File: config.mk
export PLATFORM = sky130hd
export DESIGN_NAME = insn_fetch_flat
export DESIGN_NICKNAME = d
export VERILOG_FILES = /design/src/rtl/insn_fetch_if.sv /design/src/rtl/insn_fetch.sv /design/src/flat_wrapper.sv
export SDC_FILE = /design/constraint.sdc
export NUM_CORES = 1
export LEC_CHECK = 0
export CAP_MARGIN = 20
export CORE_MARGIN = 2
export CORE_UTILIZATION = 38
export DETAILED_ROUTE_END_ITERATION = 10
export GPL_ROUTABILITY_DRIVEN = 0
export PLACE_DENSITY = 0.66
export SLEW_MARGIN = 40
export SYNTH_ARGS = -nofsm -noshare
export SYNTH_HDL_FRONTEND = slang
export SYNTH_SLANG_ARGS = --single-unit
File: constraint.sdc
create_clock -name clk -period 4.2 [get_ports clk]
set_input_delay 0.42 -clock clk [delete_from_list [all_inputs] [get_ports clk]]
set_output_delay 0.42 -clock clk [all_outputs]
set_load 0.005 [all_outputs]
File: src/rtl/insn_fetch_if.sv
// Fetch-stage bus bundle: instruction memory req/ack channel, decoder
// valid/ready channel and the execute redirect. The master modport is the
// fetch unit; the slave modport is the surrounding memory/decoder/execute side.
interface insn_fetch_if;
    logic        mem_req;
    logic [15:0] mem_addr;
    logic        mem_ack;
    logic [15:0] mem_rdata;
    logic        insn_valid;
    logic        insn_ready;
    logic [15:0] insn;
    logic [15:0] insn_ip;
    logic        redirect;
    logic [15:0] redirect_ip;

    modport master (
        output mem_req, mem_addr, insn_valid, insn, insn_ip,
        input  mem_ack, mem_rdata, insn_ready, redirect, redirect_ip
    );

    modport slave (
        input  mem_req, mem_addr, insn_valid, insn, insn_ip,
        output mem_ack, mem_rdata, insn_ready, redirect, redirect_ip
    );
endinterface

File: src/rtl/insn_fetch.sv
// Instruction fetch stage: issues one outstanding 16-bit read at a time,
// buffers returned words with their addresses in a DEPTH-entry prefetch FIFO
// and presents the head to the decoder. A redirect pulse flushes the FIFO and
// restarts fetch at the new target; an in-flight read is allowed to complete
// and its data is dropped.
// Optional feature: define IFETCH_BYPASS_EN to forward a returning word
// straight to the decoder when the FIFO is empty (zero-cycle fetch latency).
module insn_fetch #(
    parameter int          DEPTH    = 2,
    parameter logic [15:0] RESET_IP = 16'h0000
) (
    input  logic          clk,
    input  logic          rst,
    insn_fetch_if.master  bus
);

    localparam logic [15:0] NOP = 16'h7000;
    localparam int          PW  = (DEPTH > 1) ? $clog2(DEPTH) : 1;

    typedef enum logic [1:0] {
        IDLE,
        REQ,
        DISCARD
    } state_t;

    state_t        state_q, state_d;
    logic          mem_req_q, mem_req_d;
    logic [15:0]   mem_addr_q, mem_addr_d;
    logic [15:0]   fetch_ip_q, fetch_ip_d;
    logic [15:0]   last_ip_q, last_ip_d;
    logic [2:0]    count_q, count_d;
    logic [PW-1:0] rd_ptr_q, rd_ptr_d;
    logic [PW-1:0] wr_ptr_q, wr_ptr_d;
    logic [15:0]   fifo_addr_q [DEPTH];
    logic [15:0]   fifo_addr_d [DEPTH];
    logic [15:0]   fifo_data_q [DEPTH];
    logic [15:0]   fifo_data_d [DEPTH];

    logic          fifo_empty;
    logic          bypass_hit;
    logic          ack_ok;
    logic          push;
    logic          pop;
    logic [2:0]    count_next;
    logic          space;
    logic [15:0]   rip;
    logic          valid_c;
    logic [15:0]   insn_c;
    logic [15:0]   insn_ip_c;

    function automatic logic [PW-1:0] ptr_inc(input logic [PW-1:0] p);
        if (p == PW'(DEPTH - 1)) return '0;
        return p + 1'b1;
    endfunction

    assign rip        = {bus.redirect_ip[15:1], 1'b0};
    assign fifo_empty = (count_q == 3'd0);
    assign ack_ok     = (state_q == REQ) && bus.mem_ack && !bus.redirect;

`ifdef IFETCH_BYPASS_EN
    assign bypass_hit = fifo_empty && ack_ok;
`else
    assign bypass_hit = 1'b0;
`endif

    // A bypassed word that the decoder takes this cycle never enters the FIFO.
    assign push       = ack_ok && !(bypass_hit && bus.insn_ready);
    assign pop        = !fifo_empty && bus.insn_ready;
    assign count_next = count_q - 3'(pop) + 3'(push);
    assign space      = (count_next < 3'(DEPTH));

    // Decoder-facing view: bypass word, FIFO head, or NOP with the last address.
    always_comb begin
        valid_c   = 1'b0;
        insn_c    = NOP;
        insn_ip_c = last_ip_q;
        if (bypass_hit) begin
            valid_c   = 1'b1;
            insn_c    = bus.mem_rdata;
            insn_ip_c = mem_addr_q;
        end else if (!fifo_empty) begin
            valid_c   = 1'b1;
            insn_c    = fifo_data_q[rd_ptr_q];
            insn_ip_c = fifo_addr_q[rd_ptr_q];
        end
    end

    // Next-state for the prefetch FIFO and the fetch request FSM.
    always_comb begin
        state_d     = state_q;
        mem_req_d   = mem_req_q;
        mem_addr_d  = mem_addr_q;
        fetch_ip_d  = fetch_ip_q;
        last_ip_d   = valid_c ? insn_ip_c : last_ip_q;
        count_d     = count_q;
        rd_ptr_d    = rd_ptr_q;
        wr_ptr_d    = wr_ptr_q;
        fifo_addr_d = fifo_addr_q;
        fifo_data_d = fifo_data_q;

        if (bus.redirect) begin
            count_d  = 3'd0;
            rd_ptr_d = '0;
            wr_ptr_d = '0;
        end else begin
            if (push) begin
                fifo_addr_d[wr_ptr_q] = mem_addr_q;
                fifo_data_d[wr_ptr_q] = bus.mem_rdata;
                wr_ptr_d              = ptr_inc(wr_ptr_q);
            end
            if (pop) begin
                rd_ptr_d = ptr_inc(rd_ptr_q);
            end
            count_d = count_next;
        end

        case (state_q)
            IDLE: begin
                mem_req_d = 1'b0;
                if (bus.redirect) begin
                    fetch_ip_d = rip;
                end else if (space) begin
                    state_d    = REQ;
                    mem_req_d  = 1'b1;
                    mem_addr_d = fetch_ip_q;
                end
            end
            REQ: begin
                if (bus.mem_ack && !bus.redirect) begin
                    fetch_ip_d = fetch_ip_q + 16'd2;
                    if (space) begin
                        mem_addr_d = fetch_ip_q + 16'd2;
                    end else begin
                        state_d   = IDLE;
                        mem_req_d = 1'b0;
                    end
                end else if (bus.mem_ack) begin
                    fetch_ip_d = rip;
                    mem_addr_d = rip;
                end else if (bus.redirect) begin
                    fetch_ip_d = rip;
                    state_d    = DISCARD;
                end
            end
            DISCARD: begin
                // The old request stays up until memory answers it.
                if (bus.mem_ack) begin
                    state_d    = REQ;
                    fetch_ip_d = bus.redirect ? rip : fetch_ip_q;
                    mem_addr_d = bus.redirect ? rip : fetch_ip_q;
                end else if (bus.redirect) begin
                    fetch_ip_d = rip;
                end
            end
            default: begin
                state_d   = IDLE;
                mem_req_d = 1'b0;
            end
        endcase
    end

    // State registers; reset abandons any in-flight read.
    always_ff @(posedge clk or posedge rst) begin
        if (rst) begin
            state_q     <= IDLE;
            mem_req_q   <= 1'b0;
            mem_addr_q  <= RESET_IP;
            fetch_ip_q  <= RESET_IP;
            last_ip_q   <= 16'h0000;
            count_q     <= 3'd0;
            rd_ptr_q    <= '0;
            wr_ptr_q    <= '0;
            fifo_addr_q <= '{default: 16'h0000};
            fifo_data_q <= '{default: 16'h0000};
        end else begin
            state_q     <= state_d;
            mem_req_q   <= mem_req_d;
            mem_addr_q  <= mem_addr_d;
            fetch_ip_q  <= fetch_ip_d;
            last_ip_q   <= last_ip_d;
            count_q     <= count_d;
            rd_ptr_q    <= rd_ptr_d;
            wr_ptr_q    <= wr_ptr_d;
            fifo_addr_q <= fifo_addr_d;
            fifo_data_q <= fifo_data_d;
        end
    end

    assign bus.mem_req    = mem_req_q;
    assign bus.mem_addr   = mem_addr_q;
    assign bus.insn_valid = valid_c;
    assign bus.insn       = insn_c;
    assign bus.insn_ip    = insn_ip_c;

endmodule

File: src/flat_wrapper.sv
// flat-port wrapper written by rule: the top's interface ports become plain ports
module insn_fetch_flat 
#(
    parameter int          DEPTH    = 2,
    parameter logic [15:0] RESET_IP = 16'h0000
)
  (clk, rst, bus_mem_req, bus_mem_addr, bus_insn_valid, bus_insn, bus_insn_ip, bus_mem_ack, bus_mem_rdata, bus_insn_ready, bus_redirect, bus_redirect_ip);
  insn_fetch_if bus_i ();
  input  logic clk;
  input  logic rst;
  output wire logic [$bits(bus_i.mem_req)-1:0] bus_mem_req;
  output wire logic [$bits(bus_i.mem_addr)-1:0] bus_mem_addr;
  output wire logic [$bits(bus_i.insn_valid)-1:0] bus_insn_valid;
  output wire logic [$bits(bus_i.insn)-1:0] bus_insn;
  output wire logic [$bits(bus_i.insn_ip)-1:0] bus_insn_ip;
  input wire logic [$bits(bus_i.mem_ack)-1:0] bus_mem_ack;
  input wire logic [$bits(bus_i.mem_rdata)-1:0] bus_mem_rdata;
  input wire logic [$bits(bus_i.insn_ready)-1:0] bus_insn_ready;
  input wire logic [$bits(bus_i.redirect)-1:0] bus_redirect;
  input wire logic [$bits(bus_i.redirect_ip)-1:0] bus_redirect_ip;
  assign bus_mem_req = bus_i.mem_req;
  assign bus_mem_addr = bus_i.mem_addr;
  assign bus_insn_valid = bus_i.insn_valid;
  assign bus_insn = bus_i.insn;
  assign bus_insn_ip = bus_i.insn_ip;
  assign bus_i.mem_ack = bus_mem_ack;
  assign bus_i.mem_rdata = bus_mem_rdata;
  assign bus_i.insn_ready = bus_insn_ready;
  assign bus_i.redirect = bus_redirect;
  assign bus_i.redirect_ip = bus_redirect_ip;
  insn_fetch #(.DEPTH(DEPTH), .RESET_IP(RESET_IP)) u_core (.clk(clk), .rst(rst), .bus(bus_i));
endmodule
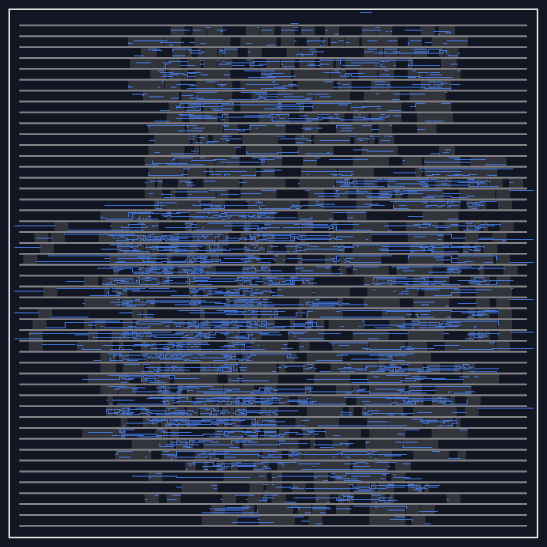
**Above:** the metal 1 layer.
Scale: 4 px per micron. Supply wires on this layer in gray. Cells faint in the background.
main direction: horizontal
nets with wire on the layer: 646
wire length on this layer: 6640 microns
longest straight run: 51.5 microns
share of all routed wire: 44%

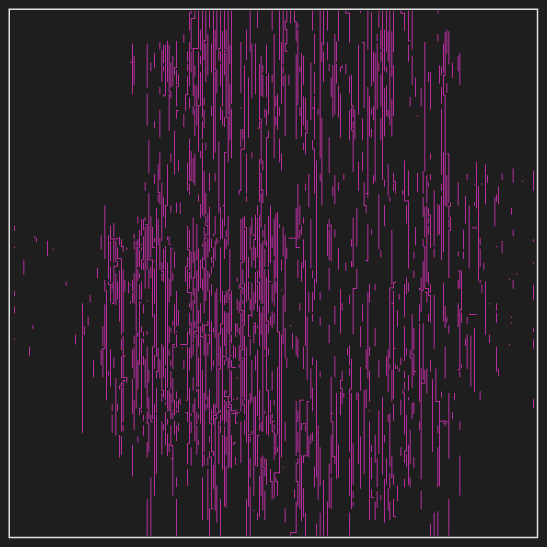
**Above:** metal 2.
Scale: 4 px per micron.
wire length on this layer: 7430 microns
longest straight run: 42.2 microns
main direction: vertical
share of all routed wire: 49%

==> metrics.csv <==
stage,metric,value,unit
run_status,status,"complete, no violations",
drt,finalWirelength,15.1,mm
setup_path,cpMostUsedCell,inv_1,
drt,met1Wirelength,6.64,mm
setup_path,critPathCaptureType,flip-flop,
cts,clock_path_buffers,2,
timing,hold_slack,0.468,ns
floorplanning,tap_cells,216,
synthesis,postSynthSeqShare,48.5,%
power_and_ir_drop,combPwrFrac,39.4,%
synthesis,top_cells_by_count,"120 x dfrtp_1, 62 x mux2_1, 49 x nand2_1, 48 x o21ai_0, 43 x nor2_1",
floorplanning,ios,87,
cts,worstSkewPairLatency,0.42,ns
finish,logic_area,2940,sq um
grt,antenna_found_initial,0,
finish,drive_above_1_share,9.61,%
floorplanning,die_width,132,microns
power_and_ir_drop,power_leakage,3.35,nW
timing,grt_setup_unrepaired,false,
finish,largest_cell_class,registers,
finish,clkCellAreaFrac,8.58,%
finish,logic_gates,404,
drt,first_iter_violations,496,
timing,fin_worst_skew,0.00870,ns
cts,htree_levels,4,
setup_path,reg2reg_slack,0.73,ns
synthesis,syn_area,6190,sq um
cts,ctsResizeCount,0,
finish,final_util,49.7,%
drt,dr_wl_met3,827,microns
synthesis,ys_async_sr_fraction,100,%
synthesis,top_area_share,48.5,%
setup_path,endpoint,u_core.bus.mem_addr[11],
grt,grt_pass1_vias,4974,
grt,grt_use_met3,4.13,%
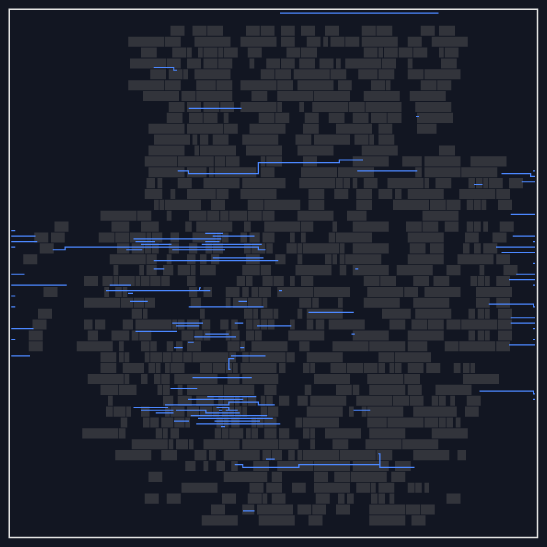
**Above:** the metal 3 layer.
Scale: 4 px per micron. Cells faint in the background.
wire length on this layer: 828 microns
share of all routed wire: 5.5%

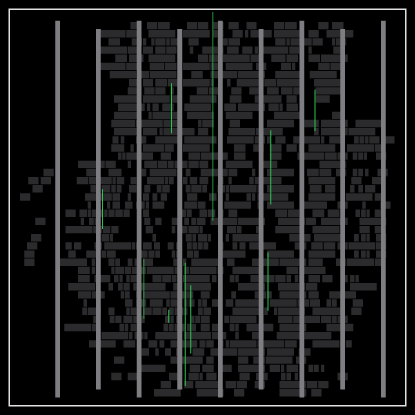
**Above:** metal 4.
Scale: 3 px per micron. Supply wires on this layer in gray. Cells faint in the background.
share of all routed wire: 1.6%
main direction: vertical
nets with wire on the layer: 5
wire length on this layer: 243 microns
longest straight run: 69.4 microns

